`src/rtl/mac_array_pipelined.sv`:
```
// Multi-lane multiply-accumulate pipeline: product stage, accumulator stage and a
// held output register with round-half-up scaling, saturation and backpressure.
module mac_array_pipelined #(
    parameter int LANES             = 4,
    parameter int A_WIDTH           = 16,
    parameter int B_WIDTH           = 16,
    parameter int ACCUMULATOR_WIDTH = 40,
    parameter int OUTPUT_WIDTH      = 16,
    parameter int OUTPUT_SCALE      = 0
) (
    input  logic                            clk,
    input  logic                            arst_in,
    input  logic                            in_valid,
    output logic                            in_ready,
    input  logic                            in_first,
    input  logic                            in_last,
    input  logic [LANES*A_WIDTH-1:0]        a,
    input  logic signed [B_WIDTH-1:0]       b,
    output logic                            out_valid,
    input  logic                            out_ready,
    output logic [LANES*OUTPUT_WIDTH-1:0]   out,
    output logic [LANES-1:0]                out_sat
);

    localparam int RB_SH = (OUTPUT_SCALE > 0) ? OUTPUT_SCALE - 1 : 0;
    localparam logic signed [ACCUMULATOR_WIDTH:0] ROUND_BIAS =
        (OUTPUT_SCALE > 0) ? ((ACCUMULATOR_WIDTH+1)'(1) << RB_SH) : '0;
    localparam logic signed [ACCUMULATOR_WIDTH:0] OUT_MAX =
        {{(ACCUMULATOR_WIDTH+2-OUTPUT_WIDTH){1'b0}}, {(OUTPUT_WIDTH-1){1'b1}}};
    localparam logic signed [ACCUMULATOR_WIDTH:0] OUT_MIN =
        {{(ACCUMULATOR_WIDTH+2-OUTPUT_WIDTH){1'b1}}, {(OUTPUT_WIDTH-1){1'b0}}};

    // One extra bit of headroom so the rounding bias can never overflow.
    function automatic logic signed [ACCUMULATOR_WIDTH:0] round_shift(
        input logic signed [ACCUMULATOR_WIDTH-1:0] v
    );
        logic signed [ACCUMULATOR_WIDTH:0] ext;
        ext = {v[ACCUMULATOR_WIDTH-1], v} + ROUND_BIAS;
        return ext >>> OUTPUT_SCALE;
    endfunction

    // Returns {clipped, value}.
    function automatic logic [OUTPUT_WIDTH:0] saturate(
        input logic signed [ACCUMULATOR_WIDTH:0] v
    );
        if (v > OUT_MAX) return {1'b1, OUT_MAX[OUTPUT_WIDTH-1:0]};
        if (v < OUT_MIN) return {1'b1, OUT_MIN[OUTPUT_WIDTH-1:0]};
        return {1'b0, v[OUTPUT_WIDTH-1:0]};
    endfunction

    logic                                stall;
    logic signed [ACCUMULATOR_WIDTH-1:0] prod_c   [LANES];
    logic signed [ACCUMULATOR_WIDTH-1:0] acc_next [LANES];
    logic [OUTPUT_WIDTH:0]               post_c   [LANES];
    logic [LANES*OUTPUT_WIDTH-1:0]       res_c;
    logic [LANES-1:0]                    sat_c;

    logic                                vld_p1, first_p1, last_p1;
    logic signed [ACCUMULATOR_WIDTH-1:0] prod_p1 [LANES];
    logic                                vld_p2;
    logic signed [ACCUMULATOR_WIDTH-1:0] acc_p2  [LANES];
    logic                                vld_p3;
    logic [LANES*OUTPUT_WIDTH-1:0]       res_p3;
    logic [LANES-1:0]                    sat_p3;

    // A held, unconsumed result freezes every stage.
    assign stall     = vld_p3 && !out_ready;
    assign in_ready  = !stall;
    assign out_valid = vld_p3;
    assign out       = res_p3;
    assign out_sat   = sat_p3;

    always_comb begin
        for (int i = 0; i < LANES; i++) begin
            prod_c[i] = ACCUMULATOR_WIDTH'($signed(a[i*A_WIDTH +: A_WIDTH]) * b);
        end
    end

    // ---- stage 1: per-lane product ----
    always_ff @(posedge clk or posedge arst_in) begin
        if (arst_in) begin
            vld_p1   <= 1'b0;
            first_p1 <= 1'b0;
            last_p1  <= 1'b0;
            for (int i = 0; i < LANES; i++) prod_p1[i] <= '0;
        end else if (!stall) begin
            vld_p1   <= in_valid;
            first_p1 <= in_valid && in_first;
            last_p1  <= in_valid && in_last;
            for (int i = 0; i < LANES; i++) prod_p1[i] <= prod_c[i];
        end
    end

    always_comb begin
        for (int i = 0; i < LANES; i++) begin
            acc_next[i] = first_p1 ? prod_p1[i] : acc_p2[i] + prod_p1[i];
        end
    end

    // ---- stage 2: accumulate; vld_p2 marks a completed accumulation ----
    always_ff @(posedge clk or posedge arst_in) begin
        if (arst_in) begin
            vld_p2 <= 1'b0;
            for (int i = 0; i < LANES; i++) acc_p2[i] <= '0;
        end else if (!stall) begin
            vld_p2 <= vld_p1 && last_p1;
            if (vld_p1) begin
                for (int i = 0; i < LANES; i++) acc_p2[i] <= acc_next[i];
            end
        end
    end

    always_comb begin
        res_c = '0;
        sat_c = '0;
        for (int i = 0; i < LANES; i++) begin
            post_c[i] = saturate(round_shift(acc_p2[i]));
            res_c[i*OUTPUT_WIDTH +: OUTPUT_WIDTH] = post_c[i][OUTPUT_WIDTH-1:0];
            sat_c[i] = post_c[i][OUTPUT_WIDTH];
        end
    end

    // ---- stage 3: output register (empty/full), reloads on the consume edge ----
    always_ff @(posedge clk or posedge arst_in) begin
        if (arst_in) begin
            vld_p3 <= 1'b0;
            res_p3 <= '0;
            sat_p3 <= '0;
        end else if (!stall) begin
            vld_p3 <= vld_p2;
            if (vld_p2) begin
                res_p3 <= res_c;
                sat_p3 <= sat_c;
            end
        end
    end

endmodule
```
`config.mk`:
```
export PLATFORM = sky130hd
export DESIGN_NAME = mac_array_pipelined
export DESIGN_NICKNAME = d
export VERILOG_FILES = /design/src/rtl/mac_array_pipelined.sv
export SDC_FILE = /design/constraint.sdc
export NUM_CORES = 2
export LEC_CHECK = 0
export CAP_MARGIN = 15
export CORE_MARGIN = 2
export CORE_UTILIZATION = 55
export CTS_CLUSTER_DIAMETER = 200
export DETAILED_ROUTE_END_ITERATION = 12
export MAX_ROUTING_LAYER = met4
export PLACE_DENSITY = 0.82
export SLEW_MARGIN = 10
export SYNTH_ARGS = -nofsm -noshare
export SYNTH_HDL_FRONTEND = slang
export SYNTH_SLANG_ARGS = --single-unit
export TNS_END_PERCENT = 1
```
`constraint.sdc`:
```
create_clock -name clk -period 10.7 [get_ports clk]
set_input_delay 1.07 -clock clk [delete_from_list [all_inputs] [get_ports clk]]
set_output_delay 1.07 -clock clk [all_outputs]
set_load 0.02 [all_outputs]
```
Fig. 1: placed cells, one colour a class
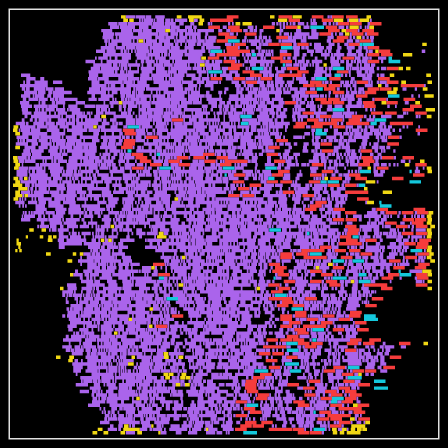
Key: purple = combinational and other logic [cells 6,323]; red = sequential cells [cells 361]; cyan = clock drivers and dummy loads [cells 78]; yellow = remaining buffers and delay cells [cells 197]
Finished Cell Area: 65,730 sq um
FP Rows: 122
utilization after layout: 59.31%
Placeable Area: 110,800 sq um

Fig. 2: wires at chosen ports, followed through buffers
The bar under the picture is 100 um long.
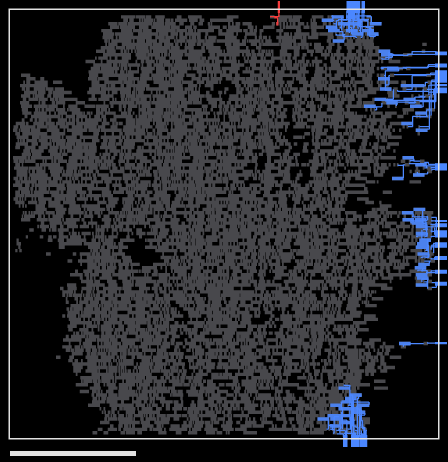
Key: blue = `out` [direction output, end cells 64, buffers 64, wire 1,880 um]; red = `in_last` [direction input, end cells 1, buffers 1, wire 19.0 um]
IO Count: 156
IO buf count: 155

Fig. 3: supply network
The bar under the picture is 100 um long. Pins as bars on the die edge.
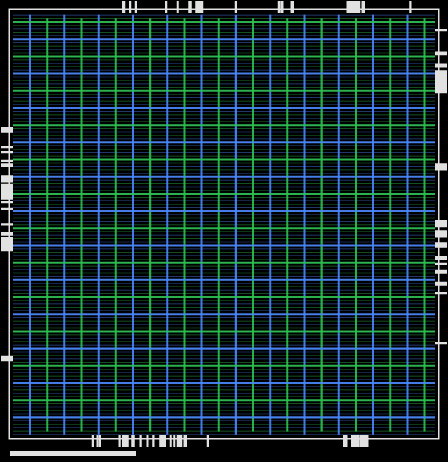
Key: green = VDD; blue = VSS
156 signal pins sit on the boundary. 123 met1 rails follow the rows. 24 straps on met5.
Die X: 338.6 um
Die Height: 338.6 um

==> ci_impl_report.md <==
### Metrics collected by this job

| Metric | Value |
|---|---|
| FMAX | `129.1 MHz` |
| HPWL after DPL | `123,500 um` |
| Largest net degree at the start of global routing | `204` |
| Flop Count | `361` |
| Chip area | `114,700 sq um` |
| Detailed Route WL | `158,100 um` |
| Cell family with most CP delay | `adder cells` |
| Clock Sinks | `361` |
| Final Max Slew Viols | `0` |
| Main logic family after synthesis | `adder cells` |
| GR Overflow Total | `0` |
| Mux frac, synth | `0.3515%` |
| Post-synth cell types | `79` |
| Routed length per instance | `18.69 um` |
| First-pass GRT wire length | `263,300 um` |
| Post-synth EDFFs | `0` |
| Relative slew margins | `26.14%` |
| Post-CTS Setup Bufs | `0` |
| TritonCTS buffer count | `42` |
| Worst EP arrival | `8.21 ns` |
| Clk ins delay skew pair | `0.60 ns` |
| Worst hold start | `last_p1` |
| Status | `complete, no violations` |
| Crit-path max cell delay | `0.59 ns` |
| Clk buf depth | `3` |
| Largest area class, layout | `combinational gates` |
| Least-Margin Pin Slew | `1.108 ns` |
| Post-CTS Hold Buffers | `0` |
| Placed instance count | `8,368` |
| Final Skew | `0.03299 ns` |
| Register share after synthesis | `14.67%` |
| Crit-path most repeated cell | `fa_1` |
| Top cells by area | `fa_1 34%, dfrtp_1 15%, ha_1 9.8%` |
| N_taps | `1,488` |
| Htree depth | `2` |
| DR pass1 iterations | `6` |
| Fillers | `9,422` |
| Worst r2r src | `prod_p1[120]` |
| Non-clk buf share | `2.802%` |
| TritonCTS clock tree | `yes` |
| Reg area | `9037 sq um` |
| Top_reg_cell synth | `dfrtp_1` |
| Post-route ant nets | `0` |
Fig. 4: cell density map
The bar under the picture is 100 um long. 34 x 34 tiles, from black (low) to pale yellow (high), 0 to 100% covered.
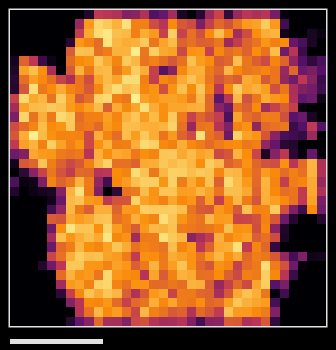
The densest ninth of the die: middle. The mean over all tiles is 56%. 15% of the tiles are nearly empty. 34% of the tiles are over 75% full. The fullest tile reaches 97%.
Initial Utilization: 55.57%

Fig. 5: congestion heat map
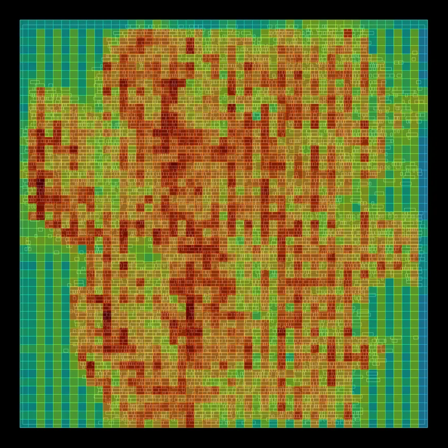
met3 usage in global routing: 4.447%
met1 usage: 39.90%
layer with the highest usage: met2
Total GRT Usage: 29.05%

==> flip-flops by register name, indices dropped and copies added (netlist names) <==
name / count
acc_p2: 160
first_p1: 1
last_p1: 1
out: 64
out_sat: 4
out_valid: 1
prod_p1: 128
vld_p1: 1
vld_p2: 1
==> placed cells by master, fill, tap and decap left out, drive strengths merged, types with 140 or more instances in the layout <==
cell type	n
dfrtp	361
fa	1052
inv	1215
clkdlybuf4s50	140
ha	484
xnor2	176
nor2	381
nand2	828
o21ai	318
a21oi	501
and2	504
==> synthesized netlist by cell type (49+ instances only) <==
master / instances
fa_1: 1052
and2_1: 504
ha_1: 484
nand3_1: 50
xor2_1: 89
dfrtp_1: 361
nor2_1: 381
nand2_1: 828
xnor2_1: 176
o21a_1: 49
inv_1: 1216
a21o_1: 105
a21oi_1: 498
clkbuf_1: 288
o21ai_0: 306
nand2b_1: 57
==> per-layer routing <==
metal  track usage [%]  share of wire, %  vias to the layer above
met1             39.90                43                    24120
met2             45.10                45                     1888
li1                  -                 -                    21930
met3             4.447               8.7                      313
met4             8.028               2.7                        0
met5                 -                 0                        -
==> how the worst max path moves through the flow <==
stage | startpoint | to | slack (ns) | cells past startpoint
after floorplan | b[7] | prod_p1[158] | 3.36 | 27
after global placement | a[24] | prod_p1[118] | 2.55 | 22
after detailed placement | b[9] | prod_p1[158] | 2.41 | 26
after CTS | b[9] | prod_p1[158] | 3.01 | 26
after global routing | b[9] | prod_p1[158] | 2.61 | 26
final | b[7] | prod_p1[118] | 2.95 | 26
==> stage by stage <==
stage | worst slack, ns | util (%)
finish | 2.951 | 59.31
global route | 2.614 | 59.31
CTS | 3.007 | 59.27
detailed placement | 2.412 | 57.87
global placement | 2.546 | 57.87
floorplan | 3.357 | -
